==> config.mk <==
export PLATFORM = sky130hd
export DESIGN_NAME = sync_fifo_ctrl
export DESIGN_NICKNAME = d
export VERILOG_FILES = /design/src/rtl/sync_fifo_ctrl.sv
export SDC_FILE = /design/constraint.sdc
export NUM_CORES = 1
export LEC_CHECK = 0
export ABC_AREA = 1
export CAP_MARGIN = 20
export CELL_PAD_IN_SITES_DETAIL_PLACEMENT = 1
export CELL_PAD_IN_SITES_GLOBAL_PLACEMENT = 2
export CORE_AREA = 5 5 78 80
export DETAILED_ROUTE_END_ITERATION = 12
export DIE_AREA = 0 0 83 85
export HOLD_SLACK_MARGIN = 0.03
export PLACE_DENSITY = 0.83
export SLEW_MARGIN = 10
export SYNTH_ARGS = -nofsm -noshare
export SYNTH_HDL_FRONTEND = slang
export SYNTH_SLANG_ARGS = --single-unit
==> constraint.sdc <==
create_clock -name i_clk -period 2.6 [get_ports i_clk]
set_input_delay 0.65 -clock i_clk [delete_from_list [all_inputs] [get_ports i_clk]]
set_output_delay 0.65 -clock i_clk [all_outputs]
set_load 0.005 [all_outputs]
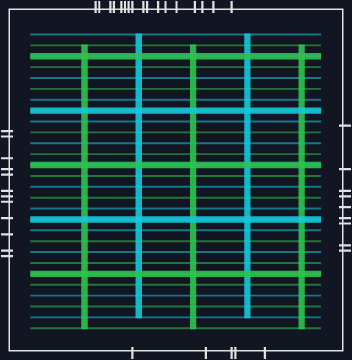
Fig. 1. Floorplan with the power grid.
Drawn at 4 px/µm. Pins as bars on the die edge.
VSS: shown in green. VDD: shown in cyan.
The core has 27 rows. 28 met1 rails follow the rows. 5 straps on met5. 43 signal pins sit on the boundary. 5 straps on met4.
area of the core: 5340 µm²
DIE HEIGHT: 85 µm
maximum vdd drop: 0.165 mV

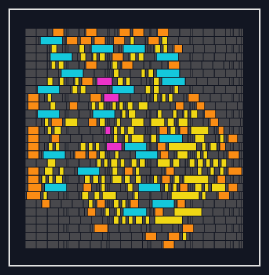
Fig. 2. Cells coloured by class.
Drawn at 3 px/µm. Fill, decap, tap and diode cells in grey.
combinational and other logic: shown in yellow, cells 139. clock drivers and dummy loads: shown in magenta, cells 4. other buffers and delay cells: shown in orange, cells 66. flops: shown in cyan, cells 21.
final standard cell area without fillers: 1970 µm²
Row Count: 27
post-route core utilization: 36.9%

==> summary.txt <==
Results of an implementation run.

The setup path with the least slack is of type register to output pin. The critical path goes through ha_4 -> inv_2 -> fa_2 -> nand3_2 -> nand2_2 -> xor2_2 -> buf_4 -> nor2_2 -> buf_2. The power per cell area is about 320 nW/µm². The fraction of layout instances using a drive strength above 1 is approximately a quarter. In the power breakdown, the internal column shows 0.481 mW. ~120 cells are multi-input combinational gates. The power spent charging and discharging nets is 0.160 mW. As logged by OpenROAD, the buffers inserted on ports number about 42. The number of cells traversed by the worst hold path is 2. In this run the cell area of the synthesized design comes to around 1200 µm². The clock period could shrink to 2.49 ns. The fraction of the core area occupied by cells at floorplan is 23.3%.

In the log, the iteration count for the first detailed-route pass is 4. The xor and xnor area share after synthesis is under 10%. Compared with the post-synthesis result, the final layout area differs by 58.9%. The number of top-level pins is about 43. The hold slack is 0.468 ns.

In the final layout, flip-flops and latches take up a little over a fifth of the cell area. Per the detailed-route log, wirelength across all metal layers totals about 3.7 mm. The floorplan die area is 7060 µm². Once detail routing completed, the nets flagged for antenna violations numbered 0.

The maximum count of clock buffers along a single path is 2. The slew at the pin closest to its max-slew limit is between 0.5 and 0.6 ns. In this run, synthesis inferred 0 flip-flops with an integrated enable. The critical path data arrival time is about 1.8 ns. The combinational share of cell area is 37.6%. The number of antenna diodes in the final layout is 0.

The critical path's slowest stage uses the library cell sky130_fd_sc_hd__dfxtp_1. After layout, the buffer instance count without clock buffers stands at about 66. Per the log, the first TritonRoute iteration ended with a DRC count of 39.

After layout the clock buffers and inverters come to 2.35% of cell area. In the final layout, the multi-input gates occupy 741 µm². Per the OpenROAD power report, leakage power amounts to slightly above 0.9 nW.

The flip-flop cell with the highest count after synthesis is sky130_fd_sc_hd__dfxtp_1. The dominant delay contributor by cell family on the critical path is adder cells. Warnings reported by Yosys during synthesis add up to 0. The largest single stage delay on the critical path is 0.39 ns. Note, the detailed placer reported a final HPWL of 2.82 mm. The first global-routing pass estimated roughly 6.3 mm of wire. For this design, the CTS-stage hold fixing added 0 buffers. Summing the areas of all and, or, nand and nor instances in the mapped netlist gives 32.0% of the synthesized area. The synthesized instance count is 174. The flip-flop count of the largest register, all copies and words added is 8. The CTS tree is done. The net count of the mapped netlist is a little under 200. The number of DRC violations after detailed routing is 0. The final routed wire length divided by cell count is roughly 12 µm. The routed via count is around 1,300.

The total clock buffers created by CTS is 3. For reference, the final report shows the max-slew violation count at 0. The initial antenna violation count is 0.

The register clock-pin slew on the reported worst setup and hold paths is 0.08 ns. The number of nets in the layout is approximately 250. The distinct cell type count of the synthesized netlist is 22. Per the GRT congestion report, total overflow comes to 0. For this run, the chip area from Yosys synthesis comes to ~1200 µm². The largest net degree at the start of global routing is 17. For this run, the final setup violation count is recorded as 0. Yosys stat counts around 170 cells in the synthesized netlist. The worst-case setup margin in the final layout is about 0.11 ns. The via density per instance is 4.37. In this build the clock could be raised as far as between 0.4 and 0.5 GHz.

The setup slack at placement is -0.0345 ns. The kind of capture point of the worst setup path is an output pin. STA reports a reg2reg setup slack of roughly 0.95 ns. In this run the number of H-tree levels came out at 1.

CTS placed an instance of sky130_fd_sc_hd__clkbuf_8 at the clock tree root. The area share of the largest cell type after synthesis is between 30% and 40%. STA classifies the critical path startpoint as a register. The required time of the worst setup path is between 1.5 and 2 ns. In the final layout, excluding clock inverters the inverter count is 19. Per the layout area report, the register area comes to 425 µm². The clock tree skew after final layout is around 0.0031 ns. In the finished design the tool counted flip-flops and latches totalling 21. The number of buffers and inverters on the critical path is 3.

Routability-driven placement finished with a final weighted congestion of around 0.77. The clock drives 21 sinks. The insertion delay to the later sink of the worst-skew pair is roughly 0.26 ns.

For reference, the top logic cell family by area is simple AND/OR/NAND/NOR gates. The flow ran to the end, and the final reports show no timing, DRC or antenna violations. Post-route period utilization is reported as roughly 96%.

After synthesis, the most frequently instantiated cells are sky130_fd_sc_hd__nand2_1, sky130_fd_sc_hd__nand3_1, sky130_fd_sc_hd__dfxtp_1. The power report attributes to the combinational group a share of about 15%. The timing report lists the critical path depth as 9 cells. The total routing resource utilization after global routing is 10.4%.

The count of max-cap constraint violations is 0. The switching share of total power is approximately 25%. The clock network burns roughly 34% of the power.

The worst min-delay path category is register to register. The die is just over 80 µm wide. In this run the tools logged warnings totalling 27.

The share of total power in sequential cells is between 50% and 60%. The largest contributor to cell area by class is combinational gates. The post-synthesis average cell area is 7.13 µm². For the final routed database, the setup TNS stands at 0 ns. The tap cell count is 72. The compound-gate portion of the synthesized area is about 9.9%. The slew check shows that the tightest pin keeps a relative margin of between 60% and 70%. By area the synthesized netlist is led by sky130_fd_sc_hd__dfxtp_1, sky130_fd_sc_hd__nand2_1, sky130_fd_sc_hd__nand3_1. The share of synthesized area spent on multiplexers is 0%. The post-detailed-placement cell area is 1770 µm². After layout, the clock buffer instance count stands at 3.

Hold-check failures listed in the final report amount to 0. In this run the worst path has a maximum fanout of 3. Per the placement report, the placed cell count is 290. The number of global-route vias before repair is approximately 1,300.
-- power by group through the flow --
stage          Sequential (mW)  Combinational, mW  Clock, mW
3_5_place_dp             0.334             0.0928          0
3_3_place_gp             0.334             0.0919          0
5_1_grt                  0.327              0.104      0.240
4_1_cts                  0.326             0.0936      0.227
6_report                 0.327             0.0935      0.220
2_1_floorplan            0.335             0.0388          0
-- placed cells by master (no fill, tap or decap), types with 4 or more instances in the layout --
| master | n |
|---|---|
| sky130_fd_sc_hd__a21oi_1 | 17 |
| sky130_fd_sc_hd__buf_4 | 24 |
| sky130_fd_sc_hd__clkdlybuf4s50_1 | 34 |
| sky130_fd_sc_hd__dfxtp_1 | 17 |
| sky130_fd_sc_hd__dfxtp_2 | 4 |
| sky130_fd_sc_hd__dlymetal6s2s_1 | 4 |
| sky130_fd_sc_hd__ha_4 | 4 |
| sky130_fd_sc_hd__inv_1 | 16 |
| sky130_fd_sc_hd__nand2_1 | 36 |
| sky130_fd_sc_hd__nand2_2 | 5 |
| sky130_fd_sc_hd__nand3_1 | 24 |
| sky130_fd_sc_hd__nand4_1 | 4 |
| sky130_fd_sc_hd__nor2_1 | 9 |
-- routing by layer --
metal	track usage, %	part of all wire (%)	wire (µm)	vias up
li1	-	-	-	666
met1	13.0	43	1630	611
met2	18.3	50	1880	34
met3	1.75	4.1	155	8
met4	3.27	2.2	82	0
met5	0	0	0	-
-- timing repair --
item                                    in CTS  in global routing
endpoints found under the setup margin       9                  8
pin swaps                                    3                 10
buffers inserted                             1                  7
gates resized                               16                 20
Power is estimated from default activity; no workload was simulated.
